[config.mk]
export PLATFORM = sky130hd
export DESIGN_NAME = bin_to_bcd_seq_flat
export DESIGN_NICKNAME = d
export VERILOG_FILES = /design/src/rtl/bin_to_bcd_seq_if.sv /design/src/rtl/bin_to_bcd_seq.sv /design/src/flat_wrapper.sv
export SDC_FILE = /design/constraint.sdc
export NUM_CORES = 1
export LEC_CHECK = 0
export ABC_AREA = 1
export CAP_MARGIN = 20
export CORE_ASPECT_RATIO = 2
export CORE_UTILIZATION = 45
export CTS_BUF_LIST = sky130_fd_sc_hd__clkbuf_16
export DETAILED_ROUTE_END_ITERATION = 7
export HOLD_SLACK_MARGIN = 0.02
export PLACE_DENSITY_LB_ADDON = 0.12
export SYNTH_ARGS = -nofsm -noshare
export SYNTH_HDL_FRONTEND = slang
export SYNTH_SLANG_ARGS = --single-unit
[constraint.sdc]
create_clock -name clk -period 3.5 [get_ports clk]
set_clock_uncertainty 0.1 [all_clocks]
set_input_delay 0.35 -clock clk [delete_from_list [all_inputs] [get_ports clk]]
set_output_delay 0.35 -clock clk [all_outputs]
set_load 0.03 [all_outputs]
[src/rtl/bin_to_bcd_seq_if.sv]
// Request/result bundle for the sequential binary-to-BCD converter.
// The master side requests conversions; the slave side is the converter.
interface bin_to_bcd_seq_if #(
  parameter int BIN_WIDTH = 14
);
  logic                 start;
  logic [BIN_WIDTH-1:0] bin;
  logic                 busy;
  logic                 done;
  logic                 ovf;
  logic [3:0]           digit1;
  logic [3:0]           digit2;
  logic [3:0]           digit3;
  logic [3:0]           digit4;

  modport master (
    output start, bin,
    input  busy, done, ovf, digit1, digit2, digit3, digit4
  );

  modport slave (
    input  start, bin,
    output busy, done, ovf, digit1, digit2, digit3, digit4
  );
endinterface

[src/rtl/bin_to_bcd_seq.sv]
// Double-dabble binary-to-BCD converter, one input bit per clock.
// Digits only change on the done cycle so a multiplexed display never shows partial results.
module bin_to_bcd_seq #(
  parameter int BIN_WIDTH = 14
) (
  input  logic            clk,
  input  logic            reset,
  bin_to_bcd_seq_if.slave bus
);
  localparam int CNT_W = 4;

  typedef enum logic [1:0] {
    S_IDLE  = 2'd0,
    S_SHIFT = 2'd1,
    S_DONE  = 2'd2
  } state_t;

  state_t               state_q;
  logic [BIN_WIDTH-1:0] shift_q;
  logic [BIN_WIDTH-1:0] shift_d;
  logic [15:0]          scratch_q;
  logic [15:0]          scratch_adj;
  logic [15:0]          scratch_d;
  logic [CNT_W-1:0]     cnt_q;
  logic                 ovf_pend_q;
  logic                 busy_q;
  logic                 done_q;
  logic                 ovf_q;
  logic [3:0]           digit_q [4];
  logic                 start_ovf;

  // Add-3 correction on every nibble, all taken from the pre-shift scratch value.
  for (genvar gi = 0; gi < 4; gi++) begin : g_adj
    assign scratch_adj[gi*4 +: 4] = (scratch_q[gi*4 +: 4] >= 4'd5)
                                  ? scratch_q[gi*4 +: 4] + 4'd3
                                  : scratch_q[gi*4 +: 4];
  end

  assign scratch_d = {scratch_adj[14:0], shift_q[BIN_WIDTH-1]};
  assign shift_d   = {shift_q[BIN_WIDTH-2:0], 1'b0};

  // Only a 14-bit input can exceed four decimal digits; narrower widths fold to 0.
  assign start_ovf = (32'(bus.bin) > 32'd9999);

  always_ff @(posedge clk) begin
    if (reset) begin
      state_q    <= S_IDLE;
      shift_q    <= '0;
      scratch_q  <= '0;
      cnt_q      <= '0;
      ovf_pend_q <= 1'b0;
      busy_q     <= 1'b0;
      done_q     <= 1'b0;
      ovf_q      <= 1'b0;
      for (int i = 0; i < 4; i++) begin
        digit_q[i] <= 4'd0;
      end
    end else begin
      case (state_q)
        S_IDLE: begin
          done_q <= 1'b0;
          if (bus.start) begin
            shift_q    <= bus.bin;
            scratch_q  <= '0;
            cnt_q      <= CNT_W'(BIN_WIDTH);
            ovf_pend_q <= start_ovf;
            busy_q     <= 1'b1;
            state_q    <= S_SHIFT;
          end
        end

        S_SHIFT: begin
          scratch_q <= scratch_d;
          shift_q   <= shift_d;
          cnt_q     <= cnt_q - 1'b1;
          // Last shift: publish the finished result so it is visible during DONE.
          if (cnt_q == CNT_W'(1)) begin
            state_q <= S_DONE;
            done_q  <= 1'b1;
            ovf_q   <= ovf_pend_q;
            for (int i = 0; i < 4; i++) begin
              digit_q[i] <= ovf_pend_q ? 4'd9 : scratch_d[i*4 +: 4];
            end
          end
        end

        S_DONE: begin
          done_q  <= 1'b0;
          busy_q  <= 1'b0;
          state_q <= S_IDLE;
        end

        default: begin
          state_q <= S_IDLE;
          busy_q  <= 1'b0;
          done_q  <= 1'b0;
        end
      endcase
    end
  end

  assign bus.busy   = busy_q;
  assign bus.done   = done_q;
  assign bus.ovf    = ovf_q;
  assign bus.digit1 = digit_q[0];
  assign bus.digit2 = digit_q[1];
  assign bus.digit3 = digit_q[2];
  assign bus.digit4 = digit_q[3];
endmodule

[src/flat_wrapper.sv]
// flat-port wrapper written by rule: the top's interface ports become plain ports
module bin_to_bcd_seq_flat 
#(
  parameter int BIN_WIDTH = 14
)
  (clk, reset, bus_start, bus_bin, bus_busy, bus_done, bus_ovf, bus_digit1, bus_digit2, bus_digit3, bus_digit4);
  bin_to_bcd_seq_if #(.BIN_WIDTH(BIN_WIDTH)) bus_i ();
  input  logic clk;
  input  logic reset;
  input wire logic [$bits(bus_i.start)-1:0] bus_start;
  input wire logic [$bits(bus_i.bin)-1:0] bus_bin;
  output wire logic [$bits(bus_i.busy)-1:0] bus_busy;
  output wire logic [$bits(bus_i.done)-1:0] bus_done;
  output wire logic [$bits(bus_i.ovf)-1:0] bus_ovf;
  output wire logic [$bits(bus_i.digit1)-1:0] bus_digit1;
  output wire logic [$bits(bus_i.digit2)-1:0] bus_digit2;
  output wire logic [$bits(bus_i.digit3)-1:0] bus_digit3;
  output wire logic [$bits(bus_i.digit4)-1:0] bus_digit4;
  assign bus_i.start = bus_start;
  assign bus_i.bin = bus_bin;
  assign bus_busy = bus_i.busy;
  assign bus_done = bus_i.done;
  assign bus_ovf = bus_i.ovf;
  assign bus_digit1 = bus_i.digit1;
  assign bus_digit2 = bus_i.digit2;
  assign bus_digit3 = bus_i.digit3;
  assign bus_digit4 = bus_i.digit4;
  bin_to_bcd_seq #(.BIN_WIDTH(BIN_WIDTH)) u_core (.clk(clk), .reset(reset), .bus(bus_i));
endmodule
==> run_results.csv <==
group,metric,value,unit
outcome,outcome,"complete, but fails checks",
outcome,violations,"DRC",
global_routing,antenna_found_initial,0,
cells_and_area,nFillCells,548,
sta,period_used_share,0.626,
sta,rsz0062_at_grt,"no",
clock_tree,cts_tree,"built",
setup_path,crit_fanout,16,
sta,setup_slack,1310,ps
synthesis,synth.distinct_cells,26,
synthesis,yosys.area.top_type,"dfxtp_1",
route,routedWlPerCell,12.8,um
cells_and_area,layout_top_cell,"nand2_1",
synthesis,ys_area,0.00270,mm^2
place,io_buffer_count,35,
route,num_vias,2263,
pwr,power_switching,0.372,mW
route,wirelength,5.57,mm
cells_and_area,nets,400,
synthesis,topCellsByArea,"dfxtp_1 30%, edfxtp_1 18%, nand2_1 15%",
clock_tree,cts-root-buf,"clkbuf_16",
die,num_io_pins,36,
die,fp_util,0.468,
synthesis,syn_inst,338,
pwr,swShare,0.250,
sta,setup_viol,0,
synthesis,yosysSeqAreaShare,0.475,
clock_tree,cts.sinks,56,
die,die_y,111,um
synthesis,adder_share,0.0464,
global_routing,grt_use_met2,0.360,
global_routing,grt_max_degree,21,
global_routing,gr-total-overflow,0,
cells_and_area,most-common-layout-cells,"105 x nand2_1, 40 x dfxtp_1, 35 x clkdlybuf4s50_1",
route,firstDrtPassIters,6,
pwr,pwr-share-seq,0.489,
synthesis,floorplan.nets,365,
sta,max_freq,0.456,GHz
die,die_x,56.7,um
cells_and_area,area_growth,20.0,%
pwr,p_per_area,460,mW/mm^2
sta,finalSetupTns,0,ps
sta,worst_pin_slew,680,ps
place,hpwl,4.19,mm
route,drcViolationCount,2,
sta,final.min_clock_period,2190,ps
global_routing,grt_pass1_vias,2091,
synthesis,syn-cell-area,0.00270,mm^2
pwr,leakage,1.40,nW
pwr,ir_drop,324,uV
clock_tree,clkTransAtPathRegs,70,ps
route,drt_iter0_drc,60,
global_routing,grt_use_total,0.190,
setup_path,cp.required,3330,ps
global_routing,grt_pass1_wl,9.35,mm
synthesis,simple_gate_area_frac,0.294,
synthesis,ys_ff,56,
sta,worst_slew_margin_rel,0.546,
setup_path,critical_path_class,"input port to flop",
setup_path,startpoint_type,"input port",
global_routing,use_met1,0.193,
clock_tree,insertion_delay,300,ps
pwr,cellInternalPower,1.12,mW
synthesis,xor_share,0,
place,gp_congestion,0.902,
pwr,comb_power_share,0.135,
sta,finalMaxSlewViolations,0,
die,design.core.area,0.00576,mm^2
clock_tree,post_cts_buffers,0,
run,drv_cap,0,
place,dpl_worst_slack,985,ps
synthesis,yosys_warnings,0,
setup_path,endpoint_kind,"flop",
worst_hold_path,hold_path.class,"flop to flop",
clock_tree,cts_buffers,5,
synthesis,top_area_frac,0.297,
sta,hold_viol_final,0,
synthesis,synth.avg_cell_area,7.98,um^2
clock_tree,htreeDepth,2,
setup_path,cp.arrival,2020,ps
synthesis,mux_area_frac,0,
synthesis,synthTopLogicFamily,"simple AND/OR/NAND/NOR gates",
run,warnings,31,
route,antenna_left,0,
die,rows,39,
clock_tree,cts-resized-gates,0,
global_routing,top_usage_layer,"met2",
pwr,power.share.clock,0.377,
cells_and_area,drive_gt1_frac,0.0829,
global_routing,gr-usage-met3,0.0372,
die,die_area,0.00632,mm^2
clock_tree,cts_buffer_depth,2,
clock_tree,cts_hold_buf,0,
route,vias_per_cell,5.20,
synthesis,synthAoiAreaFrac,0.110,
cells_and_area,diodes,0,
synthesis,ys_cells,338,
-- worst paths after layout --
path	depth (start not counted)	slack, ps	from	endpoint
max reg2reg	5	1620	u_core.cnt_q[0]$_SDFFE_PP0P_	u_core.digit_q[1][0]$_SDFFCE_PN0P_
min reg2reg	2	350	u_core.shift_q[0]$_SDFFE_PP0P_	u_core.shift_q[0]$_SDFFE_PP0P_
max	3	1310	reset	u_core.digit_q[1][0]$_SDFFCE_PN0P_
min	2	350	u_core.shift_q[0]$_SDFFE_PP0P_	u_core.shift_q[0]$_SDFFE_PP0P_
-- cell usage after synthesis, drive strengths merged --
master  number
dfxtp       40
or2          9
o21bai       2
edfxtp      16
o21ai       37
nand3       29
o22ai        2
nand4        2
ha          10
inv         36
nand2      110
a21oi       10
buf          8
nor2        27
-- registers in the layout, indices dropped and copies added, names as in the netlist, 2 cells and up --
signal,cells
u_core.digit_q,16
u_core.cnt_q,4
u_core.scratch_q,16
u_core.shift_q,14
u_core.state_q,2
-- worst max-delay path, stage by stage --
cell	delay, ps
clkdlybuf4s50_1	760
inv_1	310
nand2_1	600
-- metal layers --
metal | vias to the layer above | share of wire
met4 | 0 | 0.026
met5 | - | 0
met1 | 1051 | 0.38
met2 | 42 | 0.56
met3 | 11 | 0.026
li1 | 1159 | -
-- stage by stage --
stage | area (um^2) | util | hold slack (ps) | total power [mW] | cells
after floorplan | 2700 | - | 311 | 0.879 | 338
after global placement | 3070 | 0.533 | 327 | 0.940 | 427
after detailed placement | 3070 | 0.533 | 332 | 0.943 | 427
after CTS | 3230 | 0.562 | 348 | 1.50 | 435
after global routing | 3230 | 0.562 | 381 | 1.56 | 435
final | 3230 | 0.562 | 348 | 1.49 | 435
-- final cells by class --
| cell class | count | area, um^2 | share of cell area |
|---|---|---|---|
| clock inverter | 3 | 38.8 | 0.0120 |
| multi-input combinational | 238 | 1210 | 0.376 |
| clock buffer | 5 | 125 | 0.0387 |
| inverter | 36 | 140 | 0.0433 |
| sequential | 56 | 1280 | 0.396 |
| tap | 61 | 76.3 | 0.0236 |
| timing repair buffer | 36 | 358 | 0.111 |
-- logic make-up (layout without fill, tap and decap cells) --
family	count (synthesis)	after routing
buffers and inverters	44	80
AOI/OAI and AO/OA	51	51
DFF	56	56
adders and majority gates	10	10
and+or+nand+nor	177	177
-- power groups by stage --
stage	logic, mW	registers [mW]	clock network (mW)
2_1_floorplan	0.121	0.758	0
3_3_place_gp	0.199	0.741	0
3_5_place_dp	0.201	0.742	0
4_1_cts	0.202	0.727	0.571
5_1_grt	0.224	0.731	0.600
6_report	0.200	0.727	0.560
cell_classes.png
The bar under the picture is 20 um long. Fill, decap, tap and diode cells in gray.
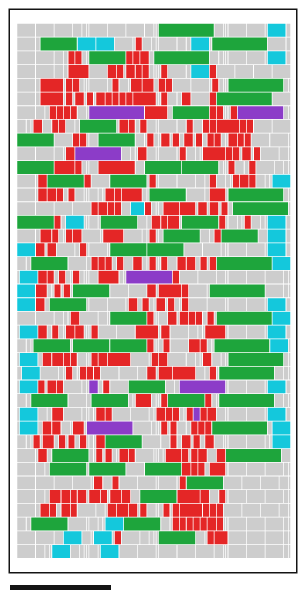
clock drivers and dummy loads -> purple  # cells 8
all other logic -> red  # cells 274
flops -> green  # cells 56
other buffers and delay cells -> cyan  # cells 36

met1.png
Supply wires on this layer in gray.
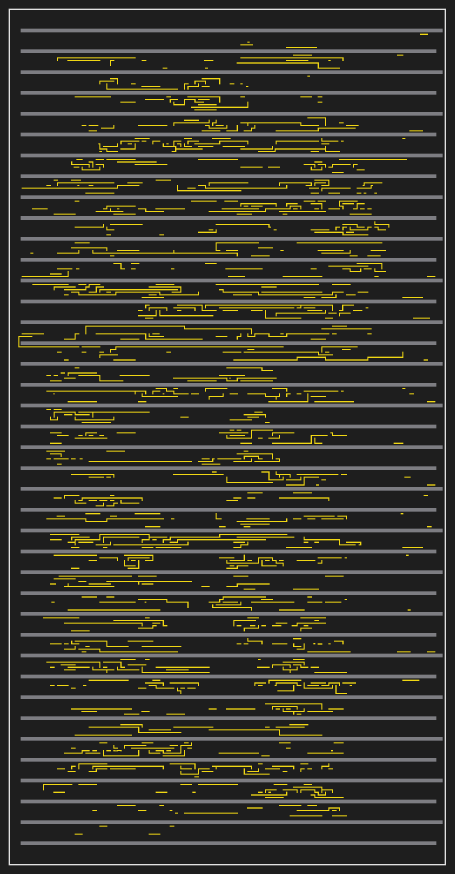
longest straight run = 21.8 um
wire length on this layer = 2140 um
main direction = horizontal
nets with wire on the layer = 363

No activity file was given, so power comes from the tool's default toggle rates.
